`src/rtl/video_pkg.sv`:
```
`default_nettype none
// ============================================================================
//  Module      : video_pkg
//  Description : Shared constants and types for the sprite object: register
//                map, draw state encoding and horizontal size encoding.
//  Revision    : 1.0 - initial release
// ============================================================================
package video_pkg;

  // Visible pixels per line (default for the sprite's H_VISIBLE parameter)
  localparam int H_VISIBLE = 720;

  // Register map
  localparam logic [2:0] SPR_GRP     = 3'd0;
  localparam logic [2:0] SPR_COLOR   = 3'd1;
  localparam logic [2:0] SPR_XPOS_LO = 3'd2;
  localparam logic [2:0] SPR_XPOS_HI = 3'd3;
  localparam logic [2:0] SPR_CTRL    = 3'd4;
  localparam logic [2:0] SPR_YTOP    = 3'd5;
  localparam logic [2:0] SPR_HEIGHT  = 3'd6;
  localparam logic [2:0] SPR_COLCLR  = 3'd7;

  // Draw state machine
  typedef enum logic [1:0] {
    ST_IDLE = 2'd0,
    ST_DRAW = 2'd1,
    ST_DONE = 2'd2
  } spr_state_t;

  // Horizontal stretch: pixels per graphics bit
  typedef enum logic [1:0] {
    SIZE_2PX  = 2'd0,
    SIZE_4PX  = 2'd1,
    SIZE_8PX  = 2'd2,
    SIZE_16PX = 2'd3
  } spr_size_t;

  // Repeat-counter reload: pixels per bit minus one (1, 3, 7, 15)
  function automatic logic [3:0] rep_reload(input spr_size_t size);
    return 4'((5'd2 << size) - 5'd1);
  endfunction

endpackage
`default_nettype wire

```
`src/rtl/sprite_object.sv`:
```
`default_nettype none
// ============================================================================
//  Module      : sprite_object
//  Description : Single Atari-style player sprite. Double-buffered registers,
//                vertical window, per-line draw FSM with horizontal stretch
//                and reflect, registered pixel/colour and sticky collision.
//  Revision    : 1.0 - initial release
// ============================================================================
module sprite_object #(
  parameter int H_VISIBLE = video_pkg::H_VISIBLE,
  parameter int POS_WIDTH = 10
) (
  input  logic                 clk,
  input  logic                 reset,
  input  logic                 write_enable,
  input  logic [2:0]           address,
  input  logic [7:0]           data_in,
  input  logic [POS_WIDTH-1:0] hpos,
  input  logic [POS_WIDTH-1:0] vpos,
  input  logic                 in_image,
  input  logic                 in_vblank,
  input  logic                 playfield_fg,
  output logic                 pixel_on,
  output logic [6:0]           pixel_color,
  output logic                 collision
);
  import video_pkg::*;

  localparam int                   LINE_W     = POS_WIDTH - 1;
  localparam logic [POS_WIDTH-1:0] XPOS_LIMIT = POS_WIDTH'(H_VISIBLE);

  // Shadow (CPU-written) and active (displayed) registers
  logic [7:0]           grp_sh_q,   grp_act_q;
  logic [6:0]           color_sh_q, color_act_q;
  logic [POS_WIDTH-1:0] xpos_sh_q,  xpos_act_q;
  logic [3:0]           ctrl_sh_q,  ctrl_act_q;
  logic [7:0]           ytop_q, height_q;
  logic                 in_image_q;

  // Draw engine
  spr_state_t state_q;
  logic [2:0] bit_idx_q;
  logic [3:0] rep_q;
  logic       pixel_on_q;
  logic [6:0] pixel_color_q;
  logic       collision_q;

  logic              copy_active;
  logic [LINE_W-1:0] line, line_off;
  logic              line_active;
  logic              reflect, draw_start;
  logic [2:0]        start_idx, last_idx;
  logic [3:0]        rep_load;
  logic              col_clear;
  logic              unused_vpos_lsb;

  // Shadows become visible at the end of each visible run and throughout vblank
  assign copy_active = (in_image_q && !in_image) || in_vblank;

  // Vertical window on double-scanned lines; wrap-around of line - YTOP is harmless
  // because line >= YTOP is required as well
  assign line        = vpos[POS_WIDTH-1:1];
  assign line_off    = line - LINE_W'(ytop_q);
  assign line_active = (line >= LINE_W'(ytop_q)) && (line_off < LINE_W'(height_q));
  assign unused_vpos_lsb = vpos[0];

  assign reflect    = ctrl_act_q[2];
  assign start_idx  = reflect ? 3'd0 : 3'd7;
  assign last_idx   = reflect ? 3'd7 : 3'd0;
  assign rep_load   = rep_reload(spr_size_t'(ctrl_act_q[1:0]));
  assign draw_start = in_image && (hpos == xpos_act_q) && (xpos_act_q < XPOS_LIMIT)
                      && ctrl_act_q[3] && line_active;

  assign col_clear = write_enable && (address == SPR_COLCLR);

  // CPU register writes into shadows, and shadow-to-active copies
  always_ff @(posedge clk) begin
    if (reset) begin
      grp_sh_q    <= '0;
      color_sh_q  <= '0;
      xpos_sh_q   <= '0;
      ctrl_sh_q   <= '0;
      ytop_q      <= '0;
      height_q    <= '0;
      grp_act_q   <= '0;
      color_act_q <= '0;
      xpos_act_q  <= '0;
      ctrl_act_q  <= '0;
      in_image_q  <= 1'b0;
    end else begin
      in_image_q <= in_image;
      if (write_enable) begin
        case (address)
          SPR_GRP:     grp_sh_q                   <= data_in;
          SPR_COLOR:   color_sh_q                 <= data_in[6:0];
          SPR_XPOS_LO: xpos_sh_q[7:0]             <= data_in;
          SPR_XPOS_HI: xpos_sh_q[POS_WIDTH-1:8]   <= data_in[POS_WIDTH-9:0];
          SPR_CTRL:    ctrl_sh_q                  <= data_in[3:0];
          SPR_YTOP:    ytop_q                     <= data_in;
          SPR_HEIGHT:  height_q                   <= data_in;
          default:     ;
        endcase
      end
      if (copy_active) begin
        grp_act_q   <= grp_sh_q;
        color_act_q <= color_sh_q;
        xpos_act_q  <= xpos_sh_q;
        ctrl_act_q  <= ctrl_sh_q;
      end
    end
  end

  // Draw FSM with registered pixel outputs. The trigger cycle already emits the
  // first pixel, so the repeat counter is loaded pre-decremented there.
  always_ff @(posedge clk) begin
    if (reset) begin
      state_q       <= ST_IDLE;
      bit_idx_q     <= '0;
      rep_q         <= '0;
      pixel_on_q    <= 1'b0;
      pixel_color_q <= '0;
    end else begin
      pixel_on_q    <= 1'b0;
      pixel_color_q <= '0;
      case (state_q)
        ST_IDLE: begin
          if (draw_start) begin
            state_q       <= ST_DRAW;
            bit_idx_q     <= start_idx;
            rep_q         <= rep_load - 4'd1;
            pixel_on_q    <= grp_act_q[start_idx];
            pixel_color_q <= grp_act_q[start_idx] ? color_act_q : 7'd0;
          end
        end
        ST_DRAW: begin
          if (!in_image) begin
            state_q <= ST_IDLE;               // clipped at the right edge
          end else begin
            pixel_on_q    <= grp_act_q[bit_idx_q];
            pixel_color_q <= grp_act_q[bit_idx_q] ? color_act_q : 7'd0;
            if (rep_q == 4'd0) begin
              if (bit_idx_q == last_idx) begin
                state_q <= ST_DONE;
              end else begin
                bit_idx_q <= reflect ? bit_idx_q + 3'd1 : bit_idx_q - 3'd1;
                rep_q     <= rep_load;
              end
            end else begin
              rep_q <= rep_q - 4'd1;
            end
          end
        end
        ST_DONE: begin
          if (!in_image) state_q <= ST_IDLE;
        end
        default: state_q <= ST_IDLE;
      endcase
    end
  end

  // Sticky collision; a new overlap beats a simultaneous clear
  always_ff @(posedge clk) begin
    if (reset) begin
      collision_q <= 1'b0;
    end else if (pixel_on_q && playfield_fg) begin
      collision_q <= 1'b1;
    end else if (col_clear) begin
      collision_q <= 1'b0;
    end
  end

  assign pixel_on    = pixel_on_q;
  assign pixel_color = pixel_color_q;
  assign collision   = collision_q;

endmodule
`default_nettype wire
```
`config.mk`:
```
export PLATFORM = sky130hd
export DESIGN_NAME = sprite_object
export DESIGN_NICKNAME = d
export VERILOG_FILES = /design/src/rtl/video_pkg.sv /design/src/rtl/sprite_object.sv
export SDC_FILE = /design/constraint.sdc
export NUM_CORES = 1
export LEC_CHECK = 0
export ABC_CLOCK_PERIOD_IN_PS = 4800
export CAP_MARGIN = 5
export CORE_UTILIZATION = 39
export CTS_BUF_LIST = sky130_fd_sc_hd__clkbuf_4
export DETAILED_ROUTE_END_ITERATION = 8
export PLACE_DENSITY_LB_ADDON = 0.12
export SLEW_MARGIN = 20
export SYNTH_ARGS = -nofsm -noshare
export SYNTH_HDL_FRONTEND = slang
export SYNTH_SLANG_ARGS = --single-unit
```
`constraint.sdc`:
```
create_clock -name clk -period 4.8 [get_ports clk]
set_clock_uncertainty 0.15 [all_clocks]
set_input_delay 0.48 -clock clk [delete_from_list [all_inputs] [get_ports clk]]
set_output_delay 0.48 -clock clk [all_outputs]
set_load 0.02 [all_outputs]
```
==> run notes <==
impl run done, here's what came out: outcome finished clean, LEAKAGE about 1.7 nW, top cells, area dfxtp_1 43%, nand2_1 12%, a21oi_1 8.8%, distinct lib cells approximately 54, crit-path max FO 8, filler instances around 1,100, Fin. Hold Viols 0, clock slew at reported path FFs around 0.17 ns, CTS tree yes, Site Rows 38, unrepaired setup endpoints after global routing no, count of library flops with an enable pin 0, worst r2r src ytop_q[1], area share, top type between 40% and 50%, vias post-DR 3,515, Worst Hold Depth 2, Max Fclk ~0.25 GHz, CP endpoint kind flip-flop, H-tree levels 3, Hold Crit Start color_sh_q[5], top cell type by instance count after synthesis nand2_1, Post-DP HPWL about 6.8 mm, Die Size about 12,000 um2, CTS root buf clkbuf_4, synth warn 0, ys flops 93, Final Critical Period about 4 ns, Synth area leader dfxtp_1, core area ~11,000 um2, CTS buffer count 9, pre-CTS setup slack 0.325 ns, Worst Path Required approximately 5 ns, ant diodes 0, DRC 0, Mean Syn Cell Area 8.26 um2, setup TNS 0 ns, final setup margin 0.792 ns, measured slew at the worst slew-check pin 1.06 ns, DR vias/cell 5.01, Max VDD drop between 0.1 and 0.15 mV, grt ovf 0, share of layout cells above drive strength 1 a little over 6%, fin. max-slew vios 0, hold endpoint color_act_q[5], yosys stat cell total 523, Syn Inst Count around 520, crit path from vpos[2], pwr dens around 280 nW/um2, post-cts hold buffer count 0, Reg2Reg Depth 16, arrival time worst endpoint 4.26 ns, Post-CTS Setup Inserts 0, Max-slew headroom between 20% and 30%, final setup vio count 0, fp_density 40.0%, overall routed net length around 9.9 mm, fin cells 701, vias in the first global route approximately 3,300, global-route wire length before repair approximately 16 mm, met1 usage 24.5%, post_cts resized 0, Seq/Total Area, Yosys 43.1%, Layout Area Growth over Synthesis 15.7%, worst-skew pair later-pin latency between 0.4 and 0.5 ns, drt initial violations 118, Yosys Chip Area 4320 um2, Critical Path Source Type primary input, largest net degree at the start of global routing 51, total track usage between 10% and 20%, Nets between 600 and 700, Post-Syn Area roughly 4300 um2, Post-Place Cells about 690, R2R Path End pixel_color[6], I/O pins approximately 46, Worst R2R Setup Slack about 0.9 ns, RD Place Congestion roughly 0.76, Post-synth top flop dfxtp_1, syn nets 579, DRT Pass-1 Iters 4, Post-DRT Antenna Nets 0, tool warning count 28, WHS just over 0.3 ns, clk sink count between 90 and 100, top post-synthesis cells by count 135 x nand2_1, 93 x dfxtp_1, 76 x a21oi_1, Die Wd roughly 110 um, maxcap violations 0, Clock Tree Buf Depth 2, initial antenna violation count 0, CP Class in -> reg, hold crit path type reg -> reg, final period utilization roughly 83%, post-synthesis async set-or-reset flop share 0%
## metrics by stage
stage	total power [mW]	area, um2
6_report	1.38	5000
2_1_floorplan	0.899	4320
3_5_place_dp	0.964	4850
5_1_grt	1.45	5000
4_1_cts	1.40	5000
3_3_place_gp	0.962	4850
## critical path, stage by stage
cell and delay [ns]:
clkdlybuf4s50_1 0.45, ha_1 0.32, a21o_1 0.18, a21oi_1 0.20, o21bai_1 0.09, a21o_1 0.20
a31oi_1 0.19, xnor2_1 0.10, ha_1 0.18, and4bb_1 0.34, nand4_2 0.12, a2111oi_4 0.37
o2111ai_4 0.29, o22a_1 0.27, nor3_4 0.28, and2_1 0.17
## logic make-up (layout without fill, tap and decap cells)
family	Yosys count	count (layout)	synth area share (%)
AND/OR/NAND/NOR	208	208	21.0
XOR/XNOR	16	16	3.24
multiplexers	20	20	5.21
adder cells (fa/ha/maj)	19	19	5.85
buffers and inverters	47	85	4.29
AND-OR/OR-AND	120	120	17.3
flip-flops	93	93	43.1
## report_power, final
group,switching (mW),internal (mW)
combinational,0.0882,0.0682
clock,0.308,0.126
sequential,0.00613,0.784
total,0.402,0.977
## routing by layer
metal / vias to the layer above / part of all wire [%]
li1: 1824 / -
met1: 1611 / 48
met2: 70 / 46
met3: 10 / 5.1
met4: 0 / 1.1
met5: - / 0
## registers in the layout (all words and copies together), names as in the netlist
name and cells:
bit_idx_q 3, collision 1, color_act_q 7, color_sh_q 7, ctrl_act_q 4, ctrl_sh_q 4
grp_act_q 8, grp_sh_q 8, height_q 8, in_image_q 1, pixel_color 7, pixel_on 1
rep_q 4, state_q 2, xpos_act_q 10, xpos_sh_q 10, ytop_q 8
## worst max-delay path by stage
stage / cells past startpoint / end
finish: 16 / pixel_color[6]
global route: 16 / pixel_color[6]
CTS: 16 / pixel_color[6]
detailed placement: 16 / pixel_color[1]
global placement: 16 / pixel_color[1]
floorplan: 15 / rep_q[3]
## final cells by class
cell class / count / area (um2) / area share [%]
Timing Repair Buffer: 45 / 443 / 8.86
Clock buffer: 9 / 67.6 / 1.35
Sequential cell: 93 / 1860 / 37.2
Clock inverter: 7 / 76.3 / 1.53
Multi-Input combinational cell: 383 / 2280 / 45.7
Tap cell: 140 / 175 / 3.50
Inverter: 24 / 90.1 / 1.80
## placed cells by master, fill, tap and decap left out, drive strengths merged, types with 4 or more instances in the layout
| master | n |
|---|---|
| nor2 | 28 |
| dfxtp | 93 |
| clkdlybuf4s50 | 43 |
| inv | 28 |
| and2 | 8 |
| o21ai | 11 |
| a21o | 4 |
| nor3 | 7 |
| nand2b | 7 |
| a21oi | 77 |
| a211oi | 5 |
| nand2 | 135 |
| nor2b | 5 |
| nand3 | 6 |
| mux2i | 18 |
| clkbuf | 9 |
| ha | 17 |
| xnor2 | 14 |
### Logic cells by family

Drawn at 2 px/um.
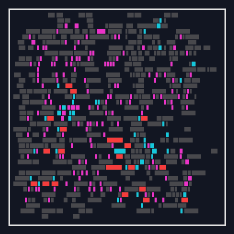
| color | family | cells |
|---|---|---|
| magenta | NAND gates | 150 |
| cyan | NOR gates | 42 |
| red | multiplexers | 20 |

### Pin map

Drawn at 4 px/um. Pins as bars across the die edge, other pins in gray.
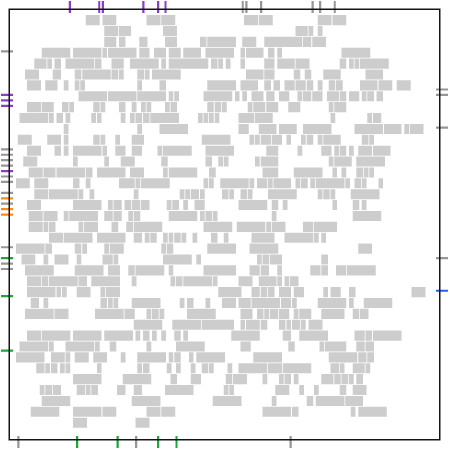
| color | port | pins | direction | edge |
|---|---|---|---|---|
| purple | `hpos` | 10 | input | 6 top, 4 left |
| blue | `in_image` | 1 | input | right |
| orange | `address` | 3 | input | left |
| green | `pixel_color` | 7 | output | 4 bottom, 3 left |
number of port buffers: 44
Die H: 107 um

### Track usage over the die

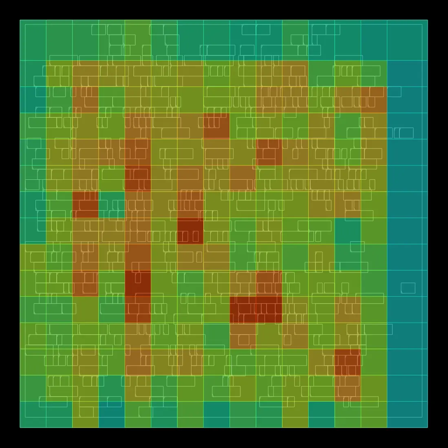
M3 GR Usage: 3.45%
GRT busiest layer: met2
final core utilization: 46.3%
average wire per standard cell: 14.1 um
M2 GR Usage: 29.6%

### A small window of the routed layout

Region (41, 20) to (66, 45) um. Cells in gray, sequential cells in the stronger gray; small squares are vias.
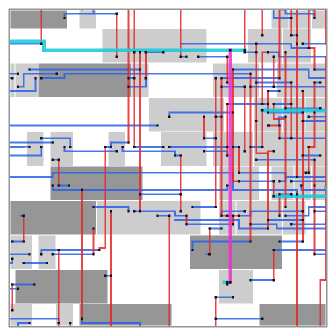
| color | layer |
|---|---|
| blue | met1 |
| magenta | met4 |
| cyan | met3 |
| red | met2 |
sequential cells in the window: 8
netlist names of flops here include: `grp_act_q` (6)
most frequent: dfxtp_1 (8), nand2_1 (6), a21oi_1 (5)
cells with their middle in the window: 40

### Register map, names as in the netlist

Drawn at 2 px/um. Other sequential cells in the stronger gray, the rest of the logic in the fainter gray.
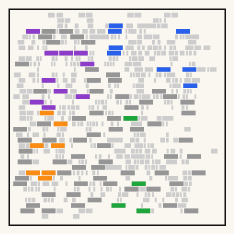
| color | name in the netlist | placed flops |
|---|---|---|
| purple | `xpos_sh_q` | 10 |
| blue | `ytop_q` | 8 |
| orange | `color_sh_q` | 7 |
| green | `ctrl_sh_q` | 4 |
not colored: 64

Power and IR drop assume default switching activity.
